**src/rtl/fp_pkg.sv**
```systemverilog
// rtl/fp_pkg.sv - shared binary32 constants and FSM state type for the multiplier core
package fp_pkg;

  localparam logic signed [9:0] EXP_BIAS = 10'sd127;
  localparam logic signed [9:0] EXP_MAX  = 10'sd255;
  localparam logic [30:0]       INF_MAG  = 31'h7F800000;
  localparam logic [31:0]       QNAN     = 32'h7FFFFFFF;

  typedef enum logic [2:0] {
    IDLE  = 3'd0,
    MULT  = 3'd1,
    NORM  = 3'd2,
    ROUND = 3'd3,
    DONE  = 3'd4
  } state_t;

endpackage

```
**src/rtl/fp_mult_core_if.sv**
```systemverilog
// rtl/fp_mult_core_if.sv - request/result bundle between the multiplier core and its requester
interface fp_mult_core_if;

  logic        start;
  logic [31:0] in1;
  logic [31:0] in2;
  logic        busy;
  logic        done;
  logic [31:0] temp_result;
  logic [31:0] op1_out;
  logic [31:0] op2_out;

  modport master (
    output start, in1, in2,
    input  busy, done, temp_result, op1_out, op2_out
  );

  modport slave (
    input  start, in1, in2,
    output busy, done, temp_result, op1_out, op2_out
  );

endinterface

```
**src/rtl/fp_round.sv**
```systemverilog
// rtl/fp_round.sv - rounding, renormalization and overflow/underflow packing (RNE when FP_MULT_RNE_EN is defined)
module fp_round
  import fp_pkg::*;
(
  input  logic              sign_i,
  input  logic              zero_i,
  input  logic signed [9:0] exp_i,
  input  logic [23:0]       mant_i,
  input  logic              guard_i,
  input  logic              sticky_i,
  output logic [31:0]       result_o
);

  logic              round_up;
  logic [24:0]       sum;
  logic [22:0]       frac;
  logic signed [9:0] exp_r;

`ifndef FP_MULT_RNE_EN
  // Truncation ignores the bits below the fraction.
  logic unused_round_bits;
  assign unused_round_bits = guard_i ^ sticky_i;
`endif

  // Round the 24-bit significand, renormalize on carry-out, then pack with range checks.
  always_comb begin
    round_up = 1'b0;
`ifdef FP_MULT_RNE_EN
    round_up = guard_i & (sticky_i | mant_i[0]);
`endif
    sum = {1'b0, mant_i} + {24'd0, round_up};
    if (sum[24]) begin
      frac  = sum[23:1];
      exp_r = exp_i + 10'sd1;
    end else begin
      frac  = sum[22:0];
      exp_r = exp_i;
    end

    if (zero_i) begin
      result_o = {sign_i, 31'b0};
    end else if (exp_r >= EXP_MAX) begin
      result_o = {sign_i, INF_MAG};
    end else if (exp_r <= 10'sd0) begin
      result_o = {sign_i, 31'b0};
    end else begin
      result_o = {sign_i, exp_r[7:0], frac};
    end
  end

endmodule

```
**src/rtl/fp_mult_core.sv**
```systemverilog
// rtl/fp_mult_core.sv - multi-cycle binary32 multiplier, normal path only (FP_MULT_RNE_EN selects round-to-nearest-even)
module fp_mult_core
  import fp_pkg::*;
(
  input  logic          clk,
  input  logic          rst,
  fp_mult_core_if.slave bus
);

  state_t            state_q,  state_d;
  logic [4:0]        cnt_q,    cnt_d;
  logic [31:0]       a_q,      a_d;
  logic [31:0]       b_q,      b_d;
  logic [23:0]       mplier_q, mplier_d;
  logic [47:0]       prod_q,   prod_d;
  logic [23:0]       mant_q,   mant_d;
  logic              guard_q,  guard_d;
  logic              sticky_q, sticky_d;
  logic signed [9:0] exp_q,    exp_d;
  logic [31:0]       res_q,    res_d;
  logic [31:0]       op1_q,    op1_d;
  logic [31:0]       op2_q,    op2_d;

  logic [24:0]       add_sum;
  logic signed [9:0] exp_sum;
  logic [31:0]       round_res;
  logic              zero_op;

  assign zero_op = (a_q[30:23] == 8'd0) || (b_q[30:23] == 8'd0);

  fp_round u_round (
    .sign_i   (a_q[31] ^ b_q[31]),
    .zero_i   (zero_op),
    .exp_i    (exp_q),
    .mant_i   (mant_q),
    .guard_i  (guard_q),
    .sticky_i (sticky_q),
    .result_o (round_res)
  );

  // Next-state and datapath: right-shifting shift-add multiply, then normalize and round.
  always_comb begin
    state_d  = state_q;
    cnt_d    = cnt_q;
    a_d      = a_q;
    b_d      = b_q;
    mplier_d = mplier_q;
    prod_d   = prod_q;
    mant_d   = mant_q;
    guard_d  = guard_q;
    sticky_d = sticky_q;
    exp_d    = exp_q;
    res_d    = res_q;
    op1_d    = op1_q;
    op2_d    = op2_q;

    // Upper half of the partial product plus the multiplicand when the current multiplier bit is set.
    add_sum = {1'b0, prod_q[47:24]} + (mplier_q[0] ? {2'b01, a_q[22:0]} : 25'd0);
    exp_sum = $signed({2'b00, a_q[30:23]}) + $signed({2'b00, b_q[30:23]}) - EXP_BIAS;

    case (state_q)
      IDLE: begin
        if (bus.start) begin
          a_d      = bus.in1;
          b_d      = bus.in2;
          mplier_d = {1'b1, bus.in2[22:0]};
          prod_d   = '0;
          cnt_d    = '0;
          state_d  = MULT;
        end
      end
      MULT: begin
        prod_d   = {add_sum, prod_q[23:1]};
        mplier_d = mplier_q >> 1;
        cnt_d    = cnt_q + 5'd1;
        if (cnt_q == 5'd23) begin
          state_d = NORM;
        end
      end
      NORM: begin
        // Product lies in [2^46, 2^48); pick the window that puts the leading one at mant[23].
        if (prod_q[47]) begin
          mant_d   = prod_q[47:24];
          guard_d  = prod_q[23];
          sticky_d = |prod_q[22:0];
          exp_d    = exp_sum + 10'sd1;
        end else begin
          mant_d   = prod_q[46:23];
          guard_d  = prod_q[22];
          sticky_d = |prod_q[21:0];
          exp_d    = exp_sum;
        end
        state_d = ROUND;
      end
      ROUND: begin
        res_d   = round_res;
        op1_d   = a_q;
        op2_d   = b_q;
        state_d = DONE;
      end
      DONE: begin
        state_d = IDLE;
      end
      default: begin
        state_d = IDLE;
      end
    endcase
  end

  // State and datapath registers with synchronous reset.
  always_ff @(posedge clk) begin
    if (rst) begin
      state_q  <= IDLE;
      cnt_q    <= '0;
      a_q      <= '0;
      b_q      <= '0;
      mplier_q <= '0;
      prod_q   <= '0;
      mant_q   <= '0;
      guard_q  <= 1'b0;
      sticky_q <= 1'b0;
      exp_q    <= '0;
      res_q    <= '0;
      op1_q    <= '0;
      op2_q    <= '0;
    end else begin
      state_q  <= state_d;
      cnt_q    <= cnt_d;
      a_q      <= a_d;
      b_q      <= b_d;
      mplier_q <= mplier_d;
      prod_q   <= prod_d;
      mant_q   <= mant_d;
      guard_q  <= guard_d;
      sticky_q <= sticky_d;
      exp_q    <= exp_d;
      res_q    <= res_d;
      op1_q    <= op1_d;
      op2_q    <= op2_d;
    end
  end

  assign bus.busy        = (state_q != IDLE);
  assign bus.done        = (state_q == DONE);
  assign bus.temp_result = res_q;
  assign bus.op1_out     = op1_q;
  assign bus.op2_out     = op2_q;

endmodule

```
**src/flat_wrapper.sv**
```systemverilog
// flat-port wrapper written by rule: the top's interface ports become plain ports
module fp_mult_core_flat import fp_pkg::*;
  (clk, rst, bus_start, bus_in1, bus_in2, bus_busy, bus_done, bus_temp_result, bus_op1_out, bus_op2_out);
  fp_mult_core_if bus_i ();
  input  logic clk;
  input  logic rst;
  input wire logic [$bits(bus_i.start)-1:0] bus_start;
  input wire logic [$bits(bus_i.in1)-1:0] bus_in1;
  input wire logic [$bits(bus_i.in2)-1:0] bus_in2;
  output wire logic [$bits(bus_i.busy)-1:0] bus_busy;
  output wire logic [$bits(bus_i.done)-1:0] bus_done;
  output wire logic [$bits(bus_i.temp_result)-1:0] bus_temp_result;
  output wire logic [$bits(bus_i.op1_out)-1:0] bus_op1_out;
  output wire logic [$bits(bus_i.op2_out)-1:0] bus_op2_out;
  assign bus_i.start = bus_start;
  assign bus_i.in1 = bus_in1;
  assign bus_i.in2 = bus_in2;
  assign bus_busy = bus_i.busy;
  assign bus_done = bus_i.done;
  assign bus_temp_result = bus_i.temp_result;
  assign bus_op1_out = bus_i.op1_out;
  assign bus_op2_out = bus_i.op2_out;
  fp_mult_core u_core (.clk(clk), .rst(rst), .bus(bus_i));
endmodule
```
**config.mk**
```make
export PLATFORM = sky130hd
export DESIGN_NAME = fp_mult_core_flat
export DESIGN_NICKNAME = d
export VERILOG_FILES = /design/src/rtl/fp_pkg.sv /design/src/rtl/fp_mult_core_if.sv /design/src/rtl/fp_round.sv /design/src/rtl/fp_mult_core.sv /design/src/flat_wrapper.sv
export SDC_FILE = /design/constraint.sdc
export NUM_CORES = 1
export LEC_CHECK = 0
export CAP_MARGIN = 25
export CORE_MARGIN = 3
export CORE_UTILIZATION = 50
export CTS_BUF_LIST = sky130_fd_sc_hd__clkbuf_16
export DETAILED_ROUTE_END_ITERATION = 10
export PLACE_DENSITY = 0.75
export SLEW_MARGIN = 40
export SYNTH_ARGS = -nofsm -noshare
export SYNTH_HDL_FRONTEND = slang
export SYNTH_SLANG_ARGS = --single-unit
```
**constraint.sdc**
```tcl
create_clock -name clk -period 3.58 [get_ports clk]
set_input_delay 0.358 -clock clk [delete_from_list [all_inputs] [get_ports clk]]
set_output_delay 0.358 -clock clk [all_outputs]
set_load 0.01 [all_outputs]
```
==> impl_metrics.json, run 1 <==
{
  "outcome": "finished clean",
  "gpl_congestion": 0.873,
  "ys.warnings.count": 0,
  "crit-reg2reg-launch": "u_core.b_q[23]",
  "start_kind": "flip-flop",
  "clockBufferCount": 26,
  "whs_path_depth": 2,
  "synth-async-reset-ratio": 0,
  "timing.reg2reg.setup_slack_ps": 370,
  "cts_root_buf": "sky130_fd_sc_hd__clkbuf_16",
  "crit_top_cell": "sky130_fd_sc_hd__ha_1",
  "tns_ps": 0,
  "proportion_of_cell_area_occupied_by_multi_input_gates": 0.415,
  "hold_path_end": "u_core.cnt_q[0]",
  "power_leader": "sequential cells",
  "worst_r2r_path_depth": 11,
  "initCoreUtil": 0.517,
  "die_h_um": 155,
  "synthAoiAreaFrac": 0.197,
  "number_of_stages_on_the_worst_setup_path": 11,
  "timing.fmax_mhz": 312,
  "critical_path_class": "flip-flop to flip-flop",
  "maximum_number_of_pins_on_one_net_before_global_route_repair": 110,
  "rsz0062_at_grt": "no",
  "power_density_over_the_cells_nw_per_um2": 436,
  "end_kind": "flip-flop",
  "critical_path_launch_point": "u_core.b_q[23]",
  "cp.buffers_inverters": 0,
  "post_synth_mux_area_share": 0.0245,
  "critPathRequiredTime_ps": 4040,
  "n_all_buffers": 176,
  "cts_hold_buf": 0,
  "flops": 250,
  "layout_min_cycle_time_ps": 3210,
  "first_pass_iters": 5,
  "wire_length_of_the_first_global_routing_pass_um": 45400,
  "largest_class": "logic gates",
  "final-hold-violation-count": 0,
  "timing.critical_path.cells": "ha_1 -> fa_1 -> xor2_1 -> ha_1 -> and2_1 -> o21ai_0 -> nor4_2 -> mux2i_1 -> a211oi_1 -> or4_1 -> a21oi_1",
  "slew_violations": 0,
  "tool_warnings": 30,
  "comb_power_share": 0.079,
  "r2r_end": "u_core.exp_q[9]",
  "clock_power_mw": 2.57,
  "yosys_reg_bits": 250,
  "post_synth_num_cell_types": 67,
  "fa_ha_area_frac": 0.0445,
  "power.sequential.total_mw": 2.91,
  "comb_pwr_mw": 0.469,
  "initialDrtViolationCount": 528,
  "grt_overflow_total": 0,
  "layout-drive-gt1-share": 0.0499,
  "cts.path.max_buffers": 3,
  "n_antenna_cell": 1,
  "pwr-share-clk": 0.432,
  "dr_wl_met3_um": 1590,
  "design_power_total_mw": 5.95,
  "postSynthAreaPerCell_um2": 8.07,
  "detail_route.vias_per_cell": 5.55,
  "grt_use_total": 0.222,
  "highest-signal-layer": "met4",
  "cellInternalPower_mw": 4.47,
  "xor_share": 0.0231,
  "leakage_power_nw": 4.88,
  "most_common_cell": "sky130_fd_sc_hd__nand2_1",
  "worst_pin_slew_ps": 817,
  "port_buffers": 164,
  "synth_sequential_area_ratio": 0.454,
  "floorplan.die.width_um": 155,
  "worst_path_arrival_time_ps": 3670,
  "synth.yosys.chip_area_um2": 11000,
  "yosys-stat-cells": 1368,
  "timing.clock.skew_ps": 10.4,
  "layout.non_clock_inverters": 9,
  "ys_dominant_reg_cell": "sky130_fd_sc_hd__dfxtp_1",
  "grtUsageMet2": 0.349,
  "synthTopLogicFamily": "simple AND/OR/NAND/NOR gates",
  "final_period_utilization": 0.897,
  "floorplan.io_pins": 165,
  "antenna_found_initial": 0,
  "tritoncts_clock_tree": "done",
  "insertion_delay_ps": 530,
  "wl_per_cell_um": 15.5,
  "cts_sinks": 250,
  "netlist_instances": 1368
}
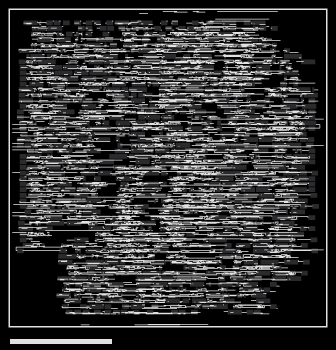
Run 1: signal wires on met1
Scale bar: 50 um. Cells faint in the background.
The layer carries 13100 um of wire. The layer holds 48% of the routed length. The longest straight run is 32.7 um.
GR met1 Demand/Resource: 0.324
number of vias in the routed layout: 9878
routed wire length: 27600 um

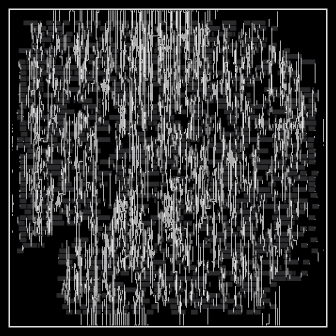
Run 1: M2 wires
Cells faint in the background.
The wires run mostly vertical. The longest straight run is 51.7 um. The layer holds 45% of the routed length. 1287 nets have wire on it.

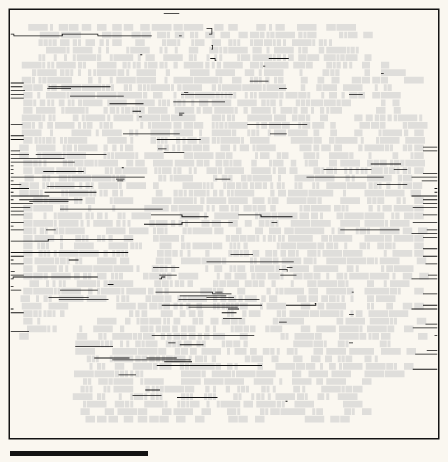
Run 1: signal wires on met3
Scale bar: 50 um. Cells faint in the background.
The layer carries 1590 um of wire. The wires run mostly horizontal. The layer holds 5.7% of the routed length. 129 nets have wire on it. The longest straight run is 48.1 um.
met3 routing resource usage after global routing: 0.0344

==> run 1 -> run 2 <==
--- a/config.mk
+++ b/config.mk
@@ -5,6 +5,7 @@
 export SDC_FILE = /design/constraint.sdc
 export NUM_CORES = 1
 export LEC_CHECK = 0
+export ABC_AREA = 0
 export CAP_MARGIN = 25
 export CORE_MARGIN = 3
 export CORE_UTILIZATION = 50
@@ -15,3 +16,4 @@
 export SYNTH_ARGS = -nofsm -noshare
 export SYNTH_HDL_FRONTEND = slang
 export SYNTH_SLANG_ARGS = --single-unit
+export TNS_END_PERCENT = 50
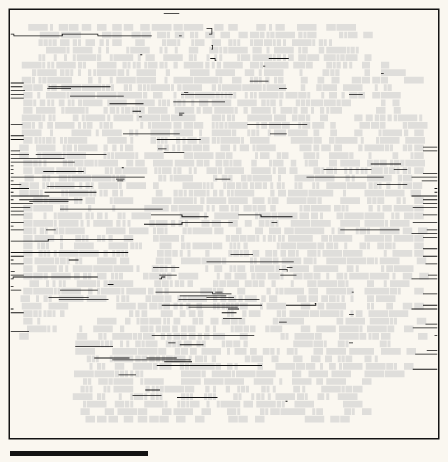
Run 2: signal wires on met3
Scale bar: 50 um. Cells faint in the background.
The longest straight run is 48.1 um. The layer carries 1590 um of wire. 129 nets have wire on it. The wires run mostly horizontal.

==> impl_metrics.json, run 2 <==
{
  "outcome": "finished clean",
  "cts.path.max_buffers": 3,
  "yosys-stat-cells": 1368,
  "layout_min_cycle_time_ps": 3210,
  "wl_per_cell_um": 15.5,
  "design.core.area_um2": 21400,
  "power.sequential.total_mw": 2.91,
  "largest_class": "logic gates",
  "power_density_over_the_cells_nw_per_um2": 436,
  "synth-async-reset-ratio": 0,
  "post_synth_num_cell_types": 67,
  "dp.cells": 1730,
  "final_period_utilization": 0.897,
  "proportion_of_cell_area_occupied_by_multi_input_gates": 0.415,
  "nets": 1588,
  "grtUsageMet3": 0.0344,
  "layout_top_cell_excl_fill_tap": "sky130_fd_sc_hd__nand2_1",
  "cts_root_buf": "sky130_fd_sc_hd__clkbuf_16",
  "logic_gates": 1020,
  "comb_power_share": 0.079,
  "crit_top_cell": "sky130_fd_sc_hd__ha_1",
  "end_kind": "flip-flop",
  "timing.clock.skew_ps": 10.4,
  "rsz0062_at_grt": "no",
  "floorplan.io_pins": 165,
  "tns_ps": 0,
  "drc_viols": 0,
  "cp.buffers_inverters": 0,
  "initialDrtViolationCount": 528,
  "design_power_total_mw": 5.95,
  "initCoreUtil": 0.517,
  "synthAoiAreaFrac": 0.197,
  "synthTopLogicFamily": "simple AND/OR/NAND/NOR gates",
  "gr-usage-met1": 0.324,
  "resized_gates_after_cts": 0,
  "critical_path_launch_point": "u_core.b_q[23]",
  "whs_path_depth": 2,
  "most_common_cell": "sky130_fd_sc_hd__nand2_1",
  "dr_wl_met3_um": 1590,
  "r2r_end": "u_core.exp_q[9]",
  "postSynthAreaPerCell_um2": 8.07,
  "post-cts-setup-buffer-count": 0,
  "fa_ha_area_frac": 0.0445,
  "totalWireLength_um": 27600,
  "tool_warnings": 30,
  "comb_pwr_mw": 0.469,
  "synth_sequential_area_ratio": 0.454,
  "yosys_reg_bits": 250,
  "ys_dominant_reg_cell": "sky130_fd_sc_hd__dfxtp_1",
  "xor_share": 0.0231,
  "post_synth_mux_area_share": 0.0245,
  "dp.final_hpwl_um": 18700,
  "number_of_stages_on_the_worst_setup_path": 11,
  "floorplan.die.width_um": 155,
  "drv_cap": 0,
  "worst_r2r_path_depth": 11,
  "timing.reg2reg.setup_slack_ps": 370,
  "layout.non_clock_inverters": 9,
  "grt_use_total": 0.222,
  "antenna_found_initial": 0,
  "worst_pin_slew_ps": 817,
  "clock_power_mw": 2.57,
  "critical_path_class": "flip-flop to flip-flop",
  "layout.filler_cells": 1837,
  "worstPathMaxFanout": 4,
  "clockBufferCount": 26,
  "n_all_buffers": 176,
  "final-hold-violation-count": 0,
  "first_pass_iters": 5,
  "wire_length_of_the_first_global_routing_pass_um": 45400,
  "leakage_power_nw": 4.88,
  "hold_path_end": "u_core.cnt_q[0]",
  "cts.clk_slew.worst_paths_ps": 60,
  "timing.critical_path.cells": "ha_1 -> fa_1 -> xor2_1 -> ha_1 -> and2_1 -> o21ai_0 -> nor4_2 -> mux2i_1 -> a211oi_1 -> or4_1 -> a21oi_1",
  "power.sequential.fraction": 0.489,
  "synth.yosys.chip_area_um2": 11000,
  "grt_overflow_total": 0,
  "insertion_delay_ps": 530,
  "cts_hold_buf": 0,
  "cts_sinks": 250,
  "port_buffers": 164,
  "flops": 250,
  "detail_route.vias_per_cell": 5.55,
  "timing.fmax_mhz": 312,
  "gpl_congestion": 0.873,
  "power_leader": "sequential cells",
  "cpLargestDelayFamily": "adder cells",
  "worst_path_arrival_time_ps": 3670,
  "pwr-share-clk": 0.432,
  "start_kind": "flip-flop",
  "layout-drive-gt1-share": 0.0499,
  "met2_length_um": 12500,
  "power.net_switching_mw": 1.48,
  "highest-signal-layer": "met4",
  "simple_gate_area_frac": 0.220,
  "number_of_vias_in_the_routed_layout": 9878,
  "slew_violations": 0,
  "crit-reg2reg-launch": "u_core.b_q[23]",
  "ys.warnings.count": 0,
  "floorplan.nets": 1473,
  "cellInternalPower_mw": 4.47,
  "netlist_instances": 1368,
  "maximum_number_of_pins_on_one_net_before_global_route_repair": 110,
  "n_antenna_cell": 1,
  "critPathRequiredTime_ps": 4040,
  "die_h_um": 155,
  "mostFrequentLayoutCells": "360 x sky130_fd_sc_hd__nand2_1, 250 x sky130_fd_sc_hd__dfxtp_1, 176 x sky130_fd_sc_hd__a21oi_1",
  "tritoncts_clock_tree": "done",
  "grtUsageMet2": 0.349
}
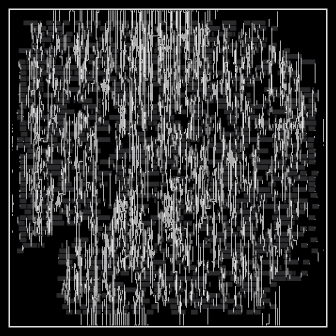
Run 2: M2 wires
Cells faint in the background.
The layer holds 45% of the routed length. The layer carries 12500 um of wire. 1287 nets have wire on it. The longest straight run is 51.7 um. The wires run mostly vertical.

No activity file was given, so power comes from the tool's default toggle rates.
